Fig. 1: run 1, placement by cell class
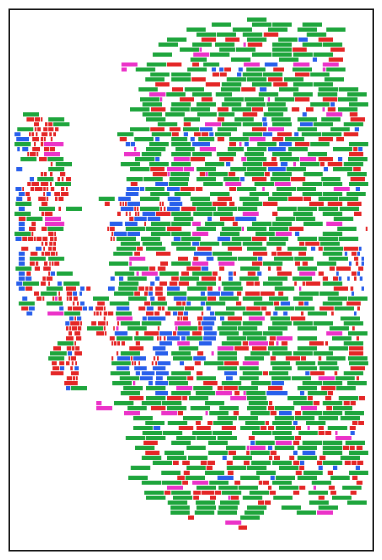
Fig. 2: run 1, clock wires, drivers and flops
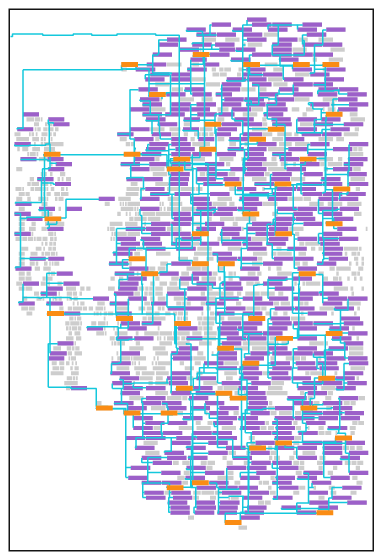
Fig. 3: run 1, where the registers sit
The bar under the picture is 50 um long. Other sequential cells in the stronger grey, the rest of the logic in the fainter grey.
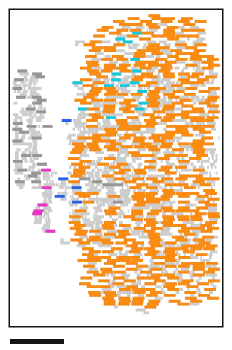
<file path="src/rtl/bky_readback_if.sv">
// Signal bundle between the Buckeye readback engine and the JTAG/BPI readout logic.
// The slave modport belongs to the engine; SDOUT/SHCK/SDIN face the shift-register chain.
interface bky_readback_if #(
  parameter int CNT_W = 6
);
  logic             START;
  logic [CNT_W-1:0] NWORDS;
  logic             SDOUT;
  logic             SHCK;
  logic             SDIN;
  logic             BUSY;
  logic             DONE;
  logic             CLR_DONE;
  logic             RD_EN;
  logic [15:0]      RD_DATA;
  logic             EMPTY;
  logic             FULL;
  logic [CNT_W-1:0] WORD_CNT;
  logic             OVFL;

  modport master (
    output START, NWORDS, SDOUT, CLR_DONE, RD_EN,
    input  SHCK, SDIN, BUSY, DONE, RD_DATA, EMPTY, FULL, WORD_CNT, OVFL
  );

  modport slave (
    input  START, NWORDS, SDOUT, CLR_DONE, RD_EN,
    output SHCK, SDIN, BUSY, DONE, RD_DATA, EMPTY, FULL, WORD_CNT, OVFL
  );
endinterface

</file>
<file path="src/rtl/bky_readback.sv">
// Buckeye chain readback: generates SHCK, deserialises SDOUT LSB-first into 16-bit words, FWFT FIFO.
// Optional macro BKY_RB_RECIRC_EN: SDIN recirculates the last sampled bit (non-destructive readback).
module bky_readback #(
  parameter int CLK_DIV    = 40,
  parameter int FIFO_DEPTH = 32,
  parameter int CNT_W      = 6
) (
  input logic            CLK40,
  input logic            RST_N,
  bky_readback_if.slave  bus
);
  localparam int DIV_W = $clog2(CLK_DIV);
  localparam int PTR_W = $clog2(FIFO_DEPTH);
  localparam logic [DIV_W-1:0] HALF    = DIV_W'(CLK_DIV / 2);
  localparam logic [DIV_W-1:0] DIV_MAX = DIV_W'(CLK_DIV - 1);

  typedef enum logic [1:0] {IDLE, SHIFT, WRITE, DONE_ST} state_t;

  state_t             state_reg, state_next;
  logic [DIV_W-1:0]   div_reg;
  logic [3:0]         bit_cnt_reg;
  logic [15:0]        sreg_reg;
  logic               shck_reg;
  logic [CNT_W-1:0]   nwords_reg;
  logic [CNT_W-1:0]   word_cnt_reg;
  logic               done_reg;
  logic               ovfl_reg;
  logic [PTR_W-1:0]   wr_ptr_reg, rd_ptr_reg;
  logic [PTR_W:0]     count_reg;
  logic [15:0]        mem [FIFO_DEPTH];

  logic accept, active, write_word, set_done, busy;
  logic sample, last_word, empty, full, pop, push, drop;

  assign sample    = (state_reg == SHIFT) && (div_reg == HALF);
  assign last_word = (word_cnt_reg + CNT_W'(1)) == nwords_reg;
  assign empty     = (count_reg == '0);
  assign full      = (count_reg == (PTR_W+1)'(FIFO_DEPTH));
  assign pop       = bus.RD_EN && !empty;
  // A full FIFO still accepts the word when the same cycle pops the head.
  assign push      = write_word && (!full || pop);
  assign drop      = write_word && !push;

  always_ff @(posedge CLK40 or negedge RST_N) begin
    if (!RST_N) state_reg <= IDLE;
    else        state_reg <= state_next;
  end

  always_comb begin
    state_next = state_reg;
    case (state_reg)
      IDLE:    if (bus.START) state_next = (bus.NWORDS == '0) ? DONE_ST : SHIFT;
      SHIFT:   if (sample && bit_cnt_reg == 4'd15) state_next = WRITE;
      WRITE:   state_next = last_word ? DONE_ST : SHIFT;
      DONE_ST: state_next = IDLE;
      default: state_next = IDLE;
    endcase
  end

  always_comb begin
    accept     = (state_reg == IDLE) && bus.START;
    active     = (state_reg == SHIFT) || (state_reg == WRITE);
    write_word = (state_reg == WRITE);
    set_done   = (state_reg == DONE_ST);
    busy       = (state_reg != IDLE);
  end

  // The divider keeps running through WRITE so SHCK stays periodic across word boundaries.
  always_ff @(posedge CLK40 or negedge RST_N) begin
    if (!RST_N) begin
      div_reg      <= '0;
      bit_cnt_reg  <= '0;
      sreg_reg     <= '0;
      shck_reg     <= 1'b0;
      nwords_reg   <= '0;
      word_cnt_reg <= '0;
      done_reg     <= 1'b0;
      ovfl_reg     <= 1'b0;
    end else begin
      if (accept)      div_reg <= '0;
      else if (active) div_reg <= (div_reg == DIV_MAX) ? '0 : div_reg + DIV_W'(1);

      if (accept || write_word) bit_cnt_reg <= '0;
      else if (sample)          bit_cnt_reg <= bit_cnt_reg + 4'd1;

      if (sample) sreg_reg <= {bus.SDOUT, sreg_reg[15:1]};

      shck_reg <= active && (div_reg >= HALF);

      if (accept) nwords_reg <= bus.NWORDS;

      if (accept)          word_cnt_reg <= '0;
      else if (write_word) word_cnt_reg <= word_cnt_reg + CNT_W'(1);

      if (accept)    ovfl_reg <= 1'b0;
      else if (drop) ovfl_reg <= 1'b1;

      if (set_done)                     done_reg <= 1'b1;
      else if (accept || bus.CLR_DONE)  done_reg <= 1'b0;
    end
  end

  always_ff @(posedge CLK40 or negedge RST_N) begin
    if (!RST_N) begin
      wr_ptr_reg <= '0;
      rd_ptr_reg <= '0;
      count_reg  <= '0;
    end else begin
      if (push) wr_ptr_reg <= wr_ptr_reg + PTR_W'(1);
      if (pop)  rd_ptr_reg <= rd_ptr_reg + PTR_W'(1);
      if (push && !pop)      count_reg <= count_reg + (PTR_W+1)'(1);
      else if (pop && !push) count_reg <= count_reg - (PTR_W+1)'(1);
    end
  end

  always_ff @(posedge CLK40) begin
    if (push) mem[wr_ptr_reg] <= sreg_reg;
  end

`ifdef BKY_RB_RECIRC_EN
  logic sdin_reg, sampled_reg;
  // sampled_reg blocks the divider's first zero of a run from pushing a stale bit.
  always_ff @(posedge CLK40 or negedge RST_N) begin
    if (!RST_N) begin
      sdin_reg    <= 1'b0;
      sampled_reg <= 1'b0;
    end else begin
      if (accept)      sampled_reg <= 1'b0;
      else if (sample) sampled_reg <= 1'b1;
      if (active && div_reg == '0 && sampled_reg) sdin_reg <= sreg_reg[15];
    end
  end
  assign bus.SDIN = sdin_reg;
`else
  assign bus.SDIN = 1'b0;
`endif

  assign bus.SHCK     = shck_reg;
  assign bus.BUSY     = busy;
  assign bus.DONE     = done_reg;
  assign bus.OVFL     = ovfl_reg;
  assign bus.WORD_CNT = word_cnt_reg;
  assign bus.EMPTY    = empty;
  assign bus.FULL     = full;
  assign bus.RD_DATA  = empty ? 16'h0000 : mem[rd_ptr_reg];
endmodule

</file>
<file path="src/flat_wrapper.sv">
// flat-port wrapper written by rule: the top's interface ports become plain ports
module bky_readback_flat 
#(
  parameter int CLK_DIV    = 40,
  parameter int FIFO_DEPTH = 32,
  parameter int CNT_W      = 6
)
  (CLK40, RST_N, bus_START, bus_NWORDS, bus_SDOUT, bus_CLR_DONE, bus_RD_EN, bus_SHCK, bus_SDIN, bus_BUSY, bus_DONE, bus_RD_DATA, bus_EMPTY, bus_FULL, bus_WORD_CNT, bus_OVFL);
  bky_readback_if #(.CNT_W(CNT_W)) bus_i ();
  input logic CLK40;
  input logic RST_N;
  input wire logic [$bits(bus_i.START)-1:0] bus_START;
  input wire logic [$bits(bus_i.NWORDS)-1:0] bus_NWORDS;
  input wire logic [$bits(bus_i.SDOUT)-1:0] bus_SDOUT;
  input wire logic [$bits(bus_i.CLR_DONE)-1:0] bus_CLR_DONE;
  input wire logic [$bits(bus_i.RD_EN)-1:0] bus_RD_EN;
  output wire logic [$bits(bus_i.SHCK)-1:0] bus_SHCK;
  output wire logic [$bits(bus_i.SDIN)-1:0] bus_SDIN;
  output wire logic [$bits(bus_i.BUSY)-1:0] bus_BUSY;
  output wire logic [$bits(bus_i.DONE)-1:0] bus_DONE;
  output wire logic [$bits(bus_i.RD_DATA)-1:0] bus_RD_DATA;
  output wire logic [$bits(bus_i.EMPTY)-1:0] bus_EMPTY;
  output wire logic [$bits(bus_i.FULL)-1:0] bus_FULL;
  output wire logic [$bits(bus_i.WORD_CNT)-1:0] bus_WORD_CNT;
  output wire logic [$bits(bus_i.OVFL)-1:0] bus_OVFL;
  assign bus_i.START = bus_START;
  assign bus_i.NWORDS = bus_NWORDS;
  assign bus_i.SDOUT = bus_SDOUT;
  assign bus_i.CLR_DONE = bus_CLR_DONE;
  assign bus_i.RD_EN = bus_RD_EN;
  assign bus_SHCK = bus_i.SHCK;
  assign bus_SDIN = bus_i.SDIN;
  assign bus_BUSY = bus_i.BUSY;
  assign bus_DONE = bus_i.DONE;
  assign bus_RD_DATA = bus_i.RD_DATA;
  assign bus_EMPTY = bus_i.EMPTY;
  assign bus_FULL = bus_i.FULL;
  assign bus_WORD_CNT = bus_i.WORD_CNT;
  assign bus_OVFL = bus_i.OVFL;
  bky_readback #(.CLK_DIV(CLK_DIV), .FIFO_DEPTH(FIFO_DEPTH), .CNT_W(CNT_W)) u_core (.CLK40(CLK40), .RST_N(RST_N), .bus(bus_i));
endmodule
</file>
<file path="config.mk">
export PLATFORM = sky130hd
export DESIGN_NAME = bky_readback_flat
export DESIGN_NICKNAME = d
export VERILOG_FILES = /design/src/rtl/bky_readback_if.sv /design/src/rtl/bky_readback.sv /design/src/flat_wrapper.sv
export SDC_FILE = /design/constraint.sdc
export NUM_CORES = 1
export LEC_CHECK = 0
export CAP_MARGIN = 15
export CORE_ASPECT_RATIO = 1.5
export CORE_MARGIN = 2
export CORE_UTILIZATION = 40
export CTS_CLUSTER_SIZE = 14
export DETAILED_ROUTE_END_ITERATION = 16
export HOLD_SLACK_MARGIN = 0.15
export PLACE_DENSITY = 0.62
export SYNTH_ARGS = -nofsm -noshare
export SYNTH_HDL_FRONTEND = slang
export SYNTH_SLANG_ARGS = --single-unit
</file>
<file path="constraint.sdc">
create_clock -name CLK40 -period 2.8 [get_ports CLK40]
set_clock_uncertainty 0.1 [all_clocks]
set_input_delay 0.42 -clock CLK40 [delete_from_list [all_inputs] [get_ports CLK40]]
set_output_delay 0.42 -clock CLK40 [all_outputs]
set_load 0.01 [all_outputs]
</file>
==> flow_summary.yaml, run 1 <==
# physical design summary
final_layout:
  layout_top_cells: "edfxtp_1 (512), mux4_2 (96), buf_4 (85)"
  logic_gates: 519
  combAreaFraction: 0.2063
  clockNetworkAreaShare: 0.05747
  nets: 1393
clocking:
  hold_buffers: 1
  post_cts_resized: 149
  clock-sinks: 571
  cts.clk_slew.worst_paths_ns: 0.06
logic_synthesis:
  synth_cell_types: 51
  synth-xor-area-share: 0.01125
  syn_avg_cell_area_um2: 19.33
critical_path:
  crit_end: "bus_RD_DATA[4]"
  path_buffers: 5
  cp_cell_sequence: "buf_12, buf_16, buf_12, mux4_2, a22o_4, o21ai_4, buf_6, a21oi_2, buf_2"
  critical-path-max-stage-delay_ns: 0.53
  worstSetupPathType: "flip-flop to output pin"
grt:
  grt.met2_usage: 0.3469
  grt-ovfl-total: 0
  grt_max_degree: 35
  top_usage_layer: "met2"
sta:
  hold_slack_ns: 0.3563
  final.setup.worst_slack_ns: -0.4162
  finalCriticalPeriod_ns: 3.216
  drv_slew: 0
  setup_viol: 16
  relSlewSlack: 0.2537
  fmaxAchievable_mhz: 310.9
  worst_pin_slew_ns: 1.119
routing:
  dr_wl_met3_um: 2781
power:
  power_uw: 25430
  intPower_uw: 17590
  clk-power_uw: 6770
  pwr-share-clk: 0.266
status:
  status: "finished with violations"
  violations: "setup timing"
place:
  dp.cells: 2041
  post-place-ws_ns: -0.2386
  place_area_um2: 25320
floorplanning:
  die_w_um: 198.0
-- Fig. 1 (at the start) --
legend:
  green:
    class: flops
    cells: 571
  magenta:
    class: clock drivers and dummy loads
    cells: 91
  blue:
    class: other buffers and delay cells
    cells: 202
  red:
    class: combinational and other logic
    cells: 534
Core Footprint: 55,840 um^2
flop share of the area: 0.6103
post-route cell area: 27,630 um^2

-- Fig. 2 (at the start) --
legend:
  orange:
    item: clock drivers
    count: 52
  purple:
    item: flip-flops
    count: 571
  cyan:
    item: clock wires
    length: 6,450 um
routed clock nets: 53

-- Fig. 3 (at the start) --
legend:
  magenta:
    name_in_the_netlist: `u_core.count_reg`
    sequential_cells: 6
  blue:
    name_in_the_netlist: `u_core.wr_ptr_reg`
    sequential_cells: 5
    where: middle left
  cyan:
    name_in_the_netlist: `u_core.sreg_reg`
    sequential_cells: 16
    where: top centre
  orange:
    name_in_the_netlist: `u_core.mem`
    sequential_cells: 512
sequential power: 10,000 uW
Flop area: 16,860 um^2
Layout Utilization: 0.4948

## Run 2: what changed since run 1
CORE_UTILIZATION = 56   (was 40)
PLACE_DENSITY = 0.81   (was 0.62)
Fig. 4: run 2, placement by cell class
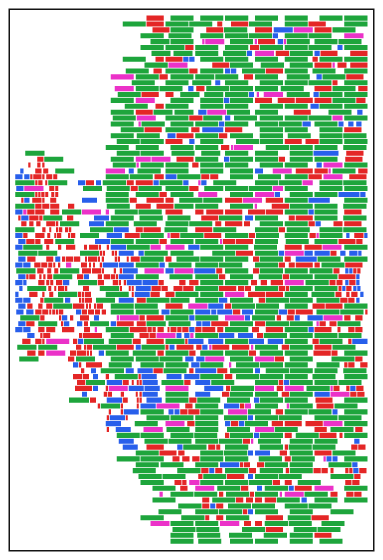
legend:
  blue:
    class: other buffers and delay cells
    cells: 214
  magenta:
    class: clock drivers and dummy loads
    cells: 91
  red:
    class: combinational and other logic
    cells: 534
  green:
    class: flops
    cells: 571
Core Footprint: 39,980 um^2
flop share of the area: 0.6150
Cell Rows: 90
Layout Utilization: 0.6858

Fig. 5: run 2, sizing map
The bar under the picture is 50 um long.
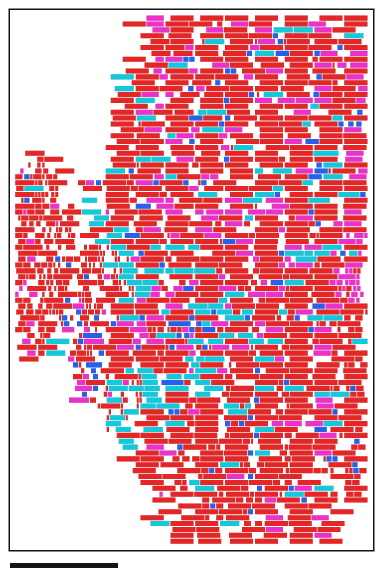
legend:
  red:
    size: _0 and _1 cells
    cells: 952
    most_used: edfxtp_1
  magenta:
    size: _2 cells
    cells: 204
    most_used: mux4_2
  cyan:
    size: _6 and larger
    cells: 143
    most_used: clkbuf_16
  blue:
    size: _3 and _4 cells
    cells: 111
    most_used: buf_4

==> run 2 against run 1 <==
Compared with the run above: clock power is 2% higher; count of clock-buffer cells in the layout is 8 higher; critical path depth stayed put; synthesized area stayed put; register-to-register slack hardly changed; the flow still finishes with violations (setup timing); worst setup slack worse by 0.0039 ns; sequential share of layout area is 0.48 points higher; utilization is 19 points higher.
==> flow_summary.yaml, run 2 <==
# physical design summary
critical_path:
  cp_cell_sequence: "buf_6, buf_12, buf_16, buf_6, mux4_2, a22o_4, o21ai_2, a21oi_1, buf_2"
  critical-path-max-stage-delay_ns: 0.51
  worstSetupPathType: "flip-flop to output pin"
final_layout:
  combAreaFraction: 0.2085
  logic_gates: 519
  nets: 1403
  regArea_um2: 16860
sta:
  hold_slack_ns: 0.3540
  drv_slew: 0
  finalCriticalPeriod_ns: 3.220
  setup_viol: 16
  final.setup.worst_slack_ns: -0.4201
  fmaxAchievable_mhz: 310.5
routing:
  dr_wl_met3_um: 5016
logic_synthesis:
  synth-xor-area-share: 0.01125
  synth_cell_types: 51
power:
  power_uw: 25840
  intPower_uw: 17700
  seq_power_uw: 10000
grt:
  grt_max_degree: 60
  top_usage_layer: "met2"
status:
  status: "finished with violations"
  violations: "setup timing"
place:
  place_area_um2: 24970
  dp.cells: 1796
floorplanning:
  die_w_um: 168.0
clocking:
  cts.clk_slew.worst_paths_ns: 0.06
  clock-sinks: 571
## Run 3: what changed since run 2
ABC_CLOCK_PERIOD_IN_PS = 2800   (was not set)
Fig. 6: run 3, clock wires, drivers and flops
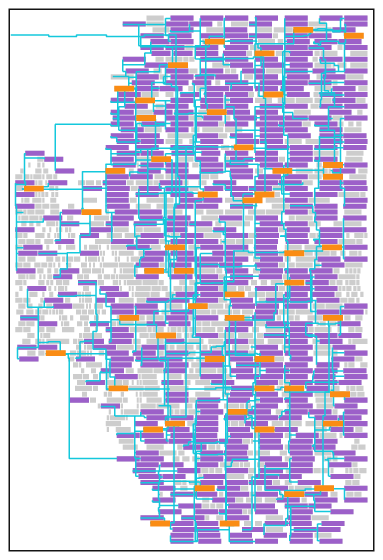
legend:
  orange:
    item: clock drivers
    count: 50
  cyan:
    item: clock wires
    length: 6,500 um
  purple:
    item: flip-flops
    count: 571
routed clock nets: 51

Fig. 7: run 3, sizing map
The bar under the picture is 50 um long.
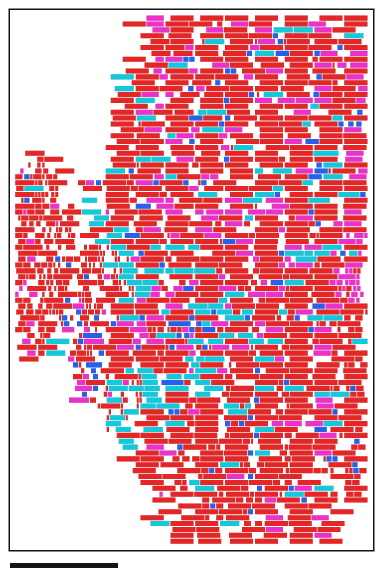
legend:
  cyan:
    size: _6 and larger
    cells: 143
    most_used: clkbuf_16
  magenta:
    size: _2 cells
    cells: 204
    most_used: mux4_2
  blue:
    size: _3 and _4 cells
    cells: 111
    most_used: buf_4
  red:
    size: _0 and _1 cells
    cells: 952
    most_used: edfxtp_1
Area growth, synth to finish: 21.42%
Non-clk bufs: 214
post-route cell area: 27,420 um^2
Final WS setup: -0.4201 ns

==> run 3 against run 2 <==
Compared with the run above: the run still ends with setup timing left; largest power group unchanged; global-route usage unchanged; utilization did not move; flip-flop count unchanged; critical path depth unchanged; first-iteration DRC count stayed put; count of clock-buffer cells in the layout stayed put; worst setup slack unchanged; die area did not move; worst hold slack is the same; design area did not move; routed wire length did not move.
==> flow_summary.yaml, run 3 <==
# physical design summary
status:
  status: "finished with violations"
  violations: "setup timing"
place:
  port_buffers: 39
  place_area_um2: 24970
  dp.cells: 1796
floorplanning:
  core_um2: 39980
  die_w_um: 168.0
  rows: 90
final_layout:
  seq_share: 0.6150
  fillerInstances: 2276
  nets: 1403
  regArea_um2: 16860
  final_core_util: 0.6858
  combAreaFraction: 0.2085
  diodes: 0
  largest_register_ffs: 512
  logic_gates: 519
logic_synthesis:
  ys_sh_adder: 0.01142
  synth-xor-area-share: 0.01125
  synth_cell_types: 51
  top_cells_by_area: "edfxtp_1 (68%), mux4_2 (9.6%), dfrtp_1 (6.5%)"
  floorplan.nets: 1200
  simple_gate_area_frac: 0.02638
critical_path:
  worstSetupPathType: "flip-flop to output pin"
  slowest_stage: "dfrtp_4"
  cp_cell_sequence: "buf_6, buf_12, buf_16, buf_6, mux4_2, a22o_4, o21ai_2, a21oi_1, buf_2"
  critical-path-max-stage-delay_ns: 0.51
clocking:
  clock-sinks: 571
  cts_tree: "built"
  cts.clk_slew.worst_paths_ns: 0.06
  cts_buffers: 50
  cts_root_buf: "clkbuf_16"
sta:
  setup_viol: 16
  fmaxAchievable_mhz: 310.5
  report.final.hold_viol_count: 0
  hold_slack_ns: 0.3540
  finalCriticalPeriod_ns: 3.220
  final.setup.worst_slack_ns: -0.4201
  drv_slew: 0
power:
  clk-power_uw: 6880
  intPower_uw: 17700
  p_seq_frac: 0.388
  seq_power_uw: 10000
  power_uw: 25840
  power.group.top: "registers"
grt:
  grt_usage: 0.2927
  grt_max_degree: 60
  top_usage_layer: "met2"
routing:
  dr_wl_met3_um: 5016
Power and IR drop assume default switching activity.
